==> config.mk <==
export PLATFORM = sky130hd
export DESIGN_NAME = la_debounce
export DESIGN_NICKNAME = d
export VERILOG_FILES = /design/src/rtl/la_debounce.sv
export SDC_FILE = /design/constraint.sdc
export NUM_CORES = 1
export LEC_CHECK = 0
export ABC_AREA = 1
export ABC_CLOCK_PERIOD_IN_PS = 2500
export CELL_PAD_IN_SITES_DETAIL_PLACEMENT = 1
export CELL_PAD_IN_SITES_GLOBAL_PLACEMENT = 1
export CORE_MARGIN = 5
export CORE_UTILIZATION = 30
export DETAILED_ROUTE_END_ITERATION = 16
export GPL_ROUTABILITY_DRIVEN = 1
export GPL_TIMING_DRIVEN = 0
export PLACE_DENSITY = 0.63
export REMOVE_ABC_BUFFERS = 1
export SLEW_MARGIN = 20
export SYNTH_ARGS = -nofsm -noshare
export SYNTH_HDL_FRONTEND = slang
export SYNTH_SLANG_ARGS = --single-unit
==> constraint.sdc <==
create_clock -name clk -period 2.5 [get_ports clk]
set_input_delay 0.75 -clock clk [delete_from_list [all_inputs] [get_ports clk]]
set_output_delay 0.75 -clock clk [all_outputs]
set_load 0.02 [all_outputs]
==> src/rtl/la_debounce.sv <==
// Clocked glitch filter for a single-bit level: a change is accepted only after it
// persists for cfg_cnt+1 consecutive enabled cycles; emits registered rise/fall pulses.
module la_debounce #(
  parameter              PROP   = "DEFAULT",
  parameter int unsigned CW     = 8,
  parameter bit          INVERT = 1'b1,
  parameter bit          SYNC   = 1'b0,
  parameter bit          RSTVAL = 1'b0
) (
  input  logic          clk,
  input  logic          reset,
  input  logic          en,
  input  logic          din,
  input  logic [CW-1:0] cfg_cnt,
  output logic          dout,
  output logic          rise,
  output logic          fall,
  output logic          busy
);

  typedef enum logic {
    STABLE = 1'b0,
    CHECK  = 1'b1
  } state_t;

  localparam logic [CW-1:0] CNT_ONE = CW'(1);

  state_t        state;
  logic [CW-1:0] cnt;
  logic          s;
  logic          smp;

  assign s = INVERT ? ~din : din;

  generate
    if (SYNC) begin : g_sync
      // Synchronizer stages hold with en low so a frozen filter sees no hidden progress.
      logic [1:0] sff;
      always_ff @(posedge clk) begin
        if (reset) begin
          sff <= {2{RSTVAL}};
        end else if (en) begin
          sff <= {sff[0], s};
        end
      end
      assign smp = sff[1];
    end else begin : g_nosync
      assign smp = s;
    end
  endgenerate

  always_ff @(posedge clk) begin
    if (reset) begin
      state <= STABLE;
      cnt   <= '0;
      dout  <= RSTVAL;
      rise  <= 1'b0;
      fall  <= 1'b0;
      busy  <= 1'b0;
    end else begin
      rise <= 1'b0;
      fall <= 1'b0;
      if (en) begin
        case (state)
          STABLE: begin
            if (smp != dout) begin
              if (cfg_cnt == '0) begin
                dout <= smp;
                rise <= smp;
                fall <= ~smp;
              end else begin
                state <= CHECK;
                cnt   <= CNT_ONE;
                busy  <= 1'b1;
              end
            end else begin
              cnt <= '0;
            end
          end
          CHECK: begin
            if (smp == dout) begin
              state <= STABLE;
              cnt   <= '0;
              busy  <= 1'b0;
            end else if (cnt >= cfg_cnt) begin
              // >= lets a live reduction of cfg_cnt accept immediately; cnt never wraps.
              dout  <= smp;
              rise  <= smp;
              fall  <= ~smp;
              state <= STABLE;
              cnt   <= '0;
              busy  <= 1'b0;
            end else begin
              cnt <= cnt + CNT_ONE;
            end
          end
          default: begin
            state <= STABLE;
            cnt   <= '0;
            busy  <= 1'b0;
          end
        endcase
      end
    end
  end

endmodule

Figure 1. Pin map (run 1).
Drawn at 4 px/um. Pins as bars across the die edge, other pins in grey.
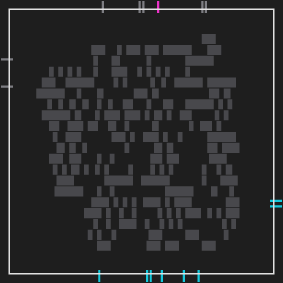
| colour | port | pins | direction | edge |
|---|---|---|---|---|
| magenta | dout | 1 | output | top |
| cyan | cfg_cnt | 8 | input | 6 bottom, 2 right |
all pins by edge: 6 top, 6 bottom, 2 right, 2 left
Port Buffers: 15
Die W: 65.74 um
Die Ht: 65.74 um

Figure 2. Clock network drawn from the DEF (run 1).
Drawn at 8 px/um.
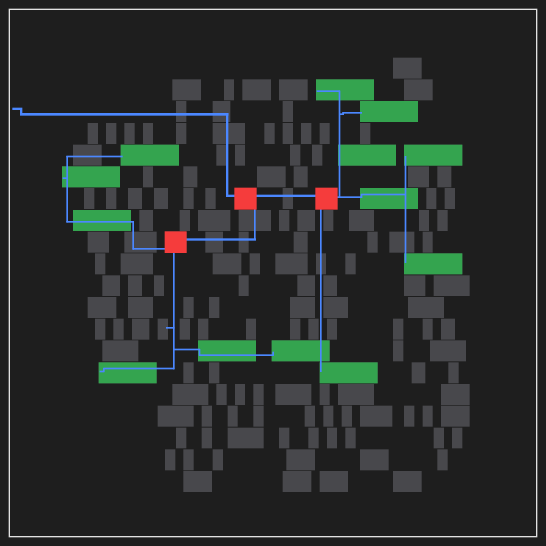
[red] clock drivers | count: 3
[green] flip-flops | count: 13
[blue] clock wires | length: 198 um
routed clock nets: 4
Clock Power Share: 30.2%
Insertion Delay late pin: 0.27 ns
P_clk: 0.130 mW

==> reports/results.txt, run 1 <==
Worst Setup EP: busy
Avg Synthesized Cell Area: 6.854 sq um
First-pass GRT wire length: 3919 um
Share of layout cells above drive strength 1: 10.39%
Clock transition at path regs: 0.08 ns
Overflow after GRT: 0
Hold_ws: 0.5276 ns
Met2 WL: 1010 um
IO Count: 16
Critical Path Source: cfg_cnt[7]
Cell Type Count: 21
Synth Warn #: 0
R2R Path End: busy
DPL Wire Length: 1792 um
H-tree Lvls: 1
Total core area: 3028 sq um
Number of nets with antenna violations after routing: 0
CP Class: input pin to flip-flop
GRT Total Usage: 11.57%
Most frequent logic cell in the layout: nand2_1
Outcome: finished, final reports clean
Worst setup EP type: flip-flop
Slowest cell delay on critical path: 0.48 ns
Static leakage: 0.5796 nW
Max Freq: 464.3 MHz
Synth flops: 13
Met1 WL: 945 um
Max_cap viols: 0
Post-Route Setup TNS: 0 ns
Min Tclk post-route: 2.154 ns
CTS hold repair buffers: 0
Worst r2r path cells: 12
Inst Count DP: 194
Drc violations: 0
Met3 routed WL: 71 um
Hold Vio Cnt, Final: 0
Clk root buf: clkbuf_4
Vias in the first global route: 928
Cells in synth_stat.txt: 136
Maximum clock path buffer count: 2
Largest net degree at the start of global routing: 12
Max layer used: met4
Maximum VDD drop: 0.0001858 V
Core Util at FP: 30.79%
TritonCTS Buffers: 3
Least-Margin Pin Slew: 0.4165 ns
Placed cell area: 1132 sq um
Arrival @ worst endpoint: 2.33 ns
Post-layout net count: 176
Area added between synthesis and finish: 24.30%
Initial antenna violation count: 0
Min-delay worst type: flip-flop to flip-flop
Seq share, synth: 27.92%
Worst EP required: 2.68 ns
CP Launch Type: input pin
Critical-path cell list: clkdlybuf4s50_1 > inv_1 > ha_1 > a21oi_1 > o21a_1 > nand3_2 > nand3_1 > nand2_1 > inv_1 > nor2_1
# rows: 20
Die area: 4322 sq um
Initial DRC count: 17
Yosys stat area: 932.1 sq um
Cell Pwr Density: 371.6 nW/um^2
Vias: 859
WL/cell: 10.28 um
Critical-path top delay cell: clkdlybuf4s50_1
Setup violations, final: 0
Detailed Routing Iterations Pass 1: 3
Cell repeated most along the worst path: inv_1
Figure 3. Clock nets (run 1).
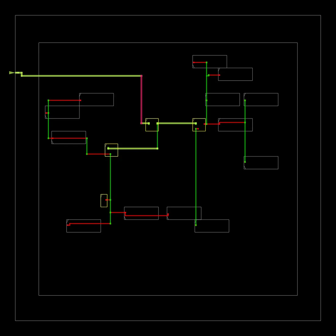
skew final: 0.005110 ns
registers: 13
total clock sinks: 13

==> run 1: report_power, final <==
| part | internal [mW] | leakage, nW | switching (mW) |
|---|---|---|---|
| registers | 0.212 | 0.106 | 0.00506 |
| clock network | 0.0617 | 0.0150 | 0.0681 |
| logic | 0.0385 | 0.459 | 0.0453 |
| total | 0.312 | 0.580 | 0.119 |
==> run 1: registers in the layout, summed over array words and instances, names as in the netlist <==
name   count
busy       1
cnt        8
dout       1
fall       1
rise       1
state      1
==> run 1: logic make-up after synthesis <==
group	count (synthesis)	share of synthesized area, %
AND-OR/OR-AND	7	4.563
flip-flops	13	27.92
XOR/XNOR	5	4.698
AND/OR/NAND/NOR	77	40.27
buffers and inverters	25	10.47
adder cells (fa/ha/maj)	9	12.08
==> run 1: synth_stat cells <==
master | count | area, sq um
a21oi_1 | 3 | 15.01
buf_2 | 1 | 5.000
dfxtp_1 | 13 | 260.3
ha_1 | 9 | 112.6
inv_1 | 23 | 86.33
inv_4 | 1 | 6.260
nand2_1 | 30 | 112.6
nand2_2 | 2 | 12.51
nand2_4 | 5 | 56.30
nand3_1 | 7 | 35.03
nand3_2 | 1 | 10.01
nand4_1 | 2 | 12.51
nor2_1 | 26 | 97.59
nor2_2 | 1 | 6.260
nor2_4 | 2 | 22.52
nor3_2 | 1 | 10.01
o21a_1 | 2 | 15.01
o21ai_0 | 1 | 5.000
o21bai_1 | 1 | 7.510
xnor2_1 | 1 | 8.760
xor2_1 | 4 | 35.03
==> run 1: routing by layer <==
layer | vias to the layer above | global-route usage [%]
li1 | 455 | -
met1 | 394 | 13.95
met2 | 8 | 20.15
met3 | 2 | 3.932
met4 | 0 | 1.554
met5 | - | 0
==> run 1: area by class of cell <==
| type | count | area, sq um |
|---|---|---|
| repair buffers | 15 | 150.1 |
| well taps | 44 | 55.05 |
| clock buffers | 4 | 26.28 |
| inverters | 24 | 92.59 |
| multi-input cells | 98 | 574.3 |
| fillers | 390 | 1869 |
| flip-flops and latches | 13 | 260.3 |
==> run 1: through the flow <==
step	power [mW]	setup WS [ns]	util, %
after floorplan	0.2703	0.7060	-
after global placement	0.3040	0.05985	37.40
after detailed placement	0.3073	0.02616	37.40
after CTS	0.4425	0.3214	38.26
after global routing	0.4712	0.1639	38.26
final	0.4306	0.3463	38.26
==> run 1: worst max-delay path, delay by kind of cell <==
kind	cells	cell delay [ns]
simple gates	4	0.37
fa+ha+maj	1	0.30
buf+inv	3	0.58
compound gates	2	0.34
==> run 1: worst min-delay path by stage <==
stage,startpoint,to,slack (ns),depth (start not counted)
global route,cnt[6],cnt[6],0.59,2
finish,busy,busy,0.53,4
CTS,busy,busy,0.53,4
detailed placement,busy,busy,0.52,4
global placement,busy,busy,0.50,4
floorplan,cnt[4],cnt[4],0.50,2
Figure 4. Cell classes on the final placement (run 1).
Drawn at 6 px/um. Fill, decap, tap and diode cells in grey.
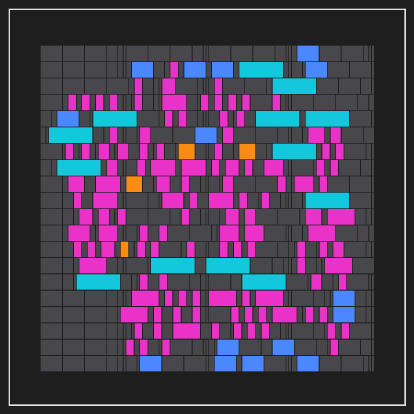

==> inputs of run 2 (changes only) <==
--- a/config.mk
+++ b/config.mk
@@ -14,7 +14,7 @@
 export DETAILED_ROUTE_END_ITERATION = 16
 export GPL_ROUTABILITY_DRIVEN = 1
 export GPL_TIMING_DRIVEN = 0
-export PLACE_DENSITY = 0.63
+export PLACE_DENSITY = 0.65
 export REMOVE_ABC_BUFFERS = 1
 export SLEW_MARGIN = 20
 export SYNTH_ARGS = -nofsm -noshare
Figure 5. Cell classes on the final placement (run 2).
Drawn at 6 px/um. Fill, decap, tap and diode cells in grey.
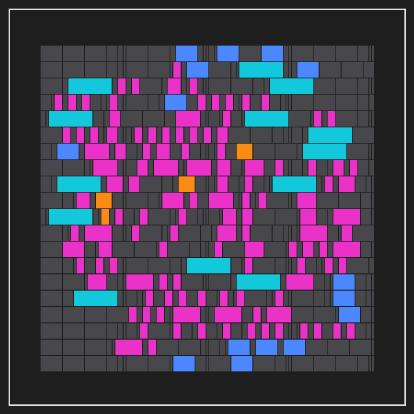
| colour | class | cells | share of their area |
|---|---|---|---|
| magenta | combinational and other logic | 122 | 60% |
| orange | clock drivers and dummy loads | 4 | 2.4% |
| cyan | sequential cells | 13 | 24% |
| blue | remaining buffers and delay cells | 15 | 14% |
Seq area share: 22.46%
# rows: 20
Final Cell Area: 1159 sq um

Figure 6. Clock nets (run 2).
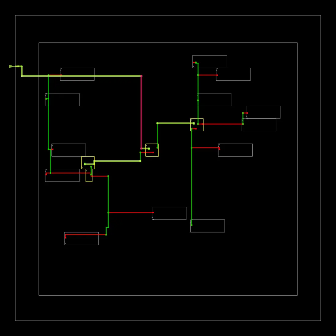
skew final: 0.004986 ns
TritonCTS Buffers: 3
Clock Buffer Count: 4

==> run 2 against run 1 <==
Synthesized cell count unchanged. Fmax decreased by 0.39%. Clock power barely moved. Power is 0.13% lower. Sequential share of layout area is the same. Wire length rose by 0.34%. Count of clock-buffer cells in the layout did not move.
==> reports/results.txt, run 2 <==
Layout Utilization: 38.26% (unchanged)
Overflow after GRT: 0 (unchanged)
Synth Warn #: 0 (unchanged)
Critical-path top delay cell: clkdlybuf4s50_1
Most common reg cell: dfxtp_1
Static leakage: 0.5796 nW (unchanged)
CTS hold repair buffers: 0 (unchanged)
Avg Synthesized Cell Area: 6.854 sq um (unchanged)
WL/cell: 10.32 um (+0.34%)
DPL Wire Length: 1742 um (-2.8%)
Inst Count DP: 194 (unchanged)
Max_cap viols: 0 (unchanged)
Met2 Use GR: 18.90% (-1.3 points)
Cell Type Count: 21 (unchanged)
Detailed Routing Iterations Pass 1: 4 (+1)
Final Cycle Share: 86.48%
Slew Viols, Final: 0
Hold_ws: 0.5292 ns (+0.001610 ns)
Core Util at FP: 30.79% (unchanged)
CP Launch Type: input pin
Initial DRC count: 12 (-5)
Largest net degree at the start of global routing: 12 (unchanged)
Synth flops: 13 (unchanged)
Area added between synthesis and finish: 24.30% (unchanged)
H-tree Lvls: 1 (unchanged)
Die area: 4322 sq um (unchanged)
Drc violations: 0 (unchanged)
Unrepaired setup endpoints after global routing: no
M1 GR Usage: 14.05% (+0.10 points)
Yosys stat area: 932.1 sq um (unchanged)
Insertion Delay late pin: 0.27 ns (about the same)
CP Class: input pin to flip-flop
Port Buffers: 15 (unchanged)
Critical-path cell list: clkdlybuf4s50_1 > inv_1 > ha_1 > a21oi_1 > o21a_1 > nand3_2 > nand3_1 > nand2_1 > inv_1 > nor2_1
Die W: 65.74 um (unchanged)
Arrival @ worst endpoint: 2.34 ns (about the same)
Min-delay worst type: flip-flop to flip-flop
Die Ht: 65.74 um (unchanged)
Leading area contributor after synthesis: dfxtp_1
Total core area: 3028 sq um (unchanged)
Top cells, area: dfxtp_1, ha_1, nand2_1
Cells in synth_stat.txt: 136 (unchanged)
Share of layout cells above drive strength 1: 10.39% (unchanged)
Min Tclk post-route: 2.162 ns (+0.008369 ns)
IO Count: 16 (unchanged)
Worst setup EP type: flip-flop
First-pass GRT wire length: 3815 um (-2.7%)
Postcts setup bufs: 0
GR peak layer: met2
Post-Syn Area: 932.1 sq um
Register with the most flip-flops: cnt
Worst EP required: 2.68 ns (about the same)
Dominant cell area share: 27.92% (unchanged)
Fillers: 398 (+2.1%)
Total clock sinks: 13 (unchanged)
Clock transition at path regs: 0.08 ns (about the same)
Slowest cell delay on critical path: 0.48 ns (about the same)
Number of nets with antenna violations after routing: 0 (unchanged)
GRT Total Usage: 11.49% (-0.071 points)
Post-CTS sizing: 0
Initial antenna violation count: 0 (unchanged)
Max Freq: 462.5 MHz (-0.39%)
Crit Path Max Fanout: 5
Share of async-settable or async-resettable flops after synthesis: 0% (unchanged)
Least-Margin Pin Slew: 0.4288 ns (+0.01232 ns)
Cell Pwr Density: 371.1 nW/um^2 (-0.13%)
Seq share, synth: 27.92% (unchanged)
Total power: 0.4300 mW (-0.13%)
Setup violations, final: 0 (unchanged)
CP bufs+invs: 3 (unchanged)
Routing usage on met3: 4.103% (+0.17 points)
Clk root buf: clkbuf_4
Count leader, synth: nand2_1
Number of enable flip-flop cells: 0 (unchanged)
Vias: 842 (-2.0%)
Max transition margin: 71.32%
Cells after Synth: 136
Maximum VDD drop: 0.0002913 V (+57%)
Vias in the first global route: 888 (-4.3%)
Top cells by count, synth: nand2_1, nor2_1, inv_1
Largest register FFs: 8 (unchanged)
Hold Vio Cnt, Final: 0 (unchanged)
Post-layout net count: 176 (unchanged)
Crit path max-delay family: buffers and inverters
Maximum clock path buffer count: 2 (unchanged)
Outcome: finished, final reports clean
Post-Route Setup TNS: 0 ns (unchanged)
Cell repeated most along the worst path: inv_1
Most frequent logic cell in the layout: nand2_1
==> run 2: cell counts in the layout (fill, tap and decap cells not counted) <==
Identical to the previous run, type by type.
==> run 2: stage by stage <==
stage / setup slack (ns) / area (sq um)
5_1_grt: 0.1932 / 1159
3_3_place_gp: 0.06921 / 1132
4_1_cts: 0.3166 / 1159
3_5_place_dp: 0.02489 / 1132
2_1_floorplan: 0.7060 / 927.1
6_report: 0.3379 / 1159
==> run 2: cell type report <==
| cell class | count | area [sq um] | share of cell area (%) |
|---|---|---|---|
| clock buffer | 4 | 26.28 | 2.268 |
| inverter | 24 | 92.59 | 7.991 |
| sequential | 13 | 260.3 | 22.46 |
| timing repair buffer | 15 | 150.1 | 12.96 |
| multi-input combinational | 98 | 574.3 | 49.57 |
| tap | 44 | 55.05 | 4.752 |
==> run 2: path summary, 6_finish.rpt <==
check             slack (ns)        from   end  cells past startpoint
hold reg to reg         0.53        busy  busy                      4
setup / recovery        0.34  cfg_cnt[7]  busy                     10
hold / removal          0.53        busy  busy                      4
setup reg to reg        0.94      cnt[0]  busy                     12
==> run 2: layer usage <==
layer / vias up / part of all wire, %
met1: 381 / 47
met4: 0 / 0.73
met5: - / 0
met2: 9 / 48
li1: 450 / -
met3: 2 / 4.2
==> run 2: worst register-to-register path: cells and delay by family, from the launching register on <==
family	cells	cell delay, ns
flops	1	0.37
buf+inv	2	0.14
simple gates	9	0.68
fa+ha+maj	1	0.28
==> run 2: power by group <==
| part | switching [mW] | internal (mW) | leakage [nW] |
|---|---|---|---|
| Clock | 0.0680 | 0.0618 | 0.0150 |
| Sequential | 0.00512 | 0.212 | 0.106 |
| Combinational | 0.0448 | 0.0385 | 0.459 |
| Total | 0.118 | 0.312 | 0.580 |
==> run 2: cell families after synthesis <==
group	share of synthesized area, %
adder cells (fa/ha/maj)	12.08
buffers and inverters	10.47
flip-flops	27.92
XOR/XNOR	4.698
AND-OR/OR-AND	4.563
AND/OR/NAND/NOR	40.27
No activity file was given, so power comes from the tool's default toggle rates.
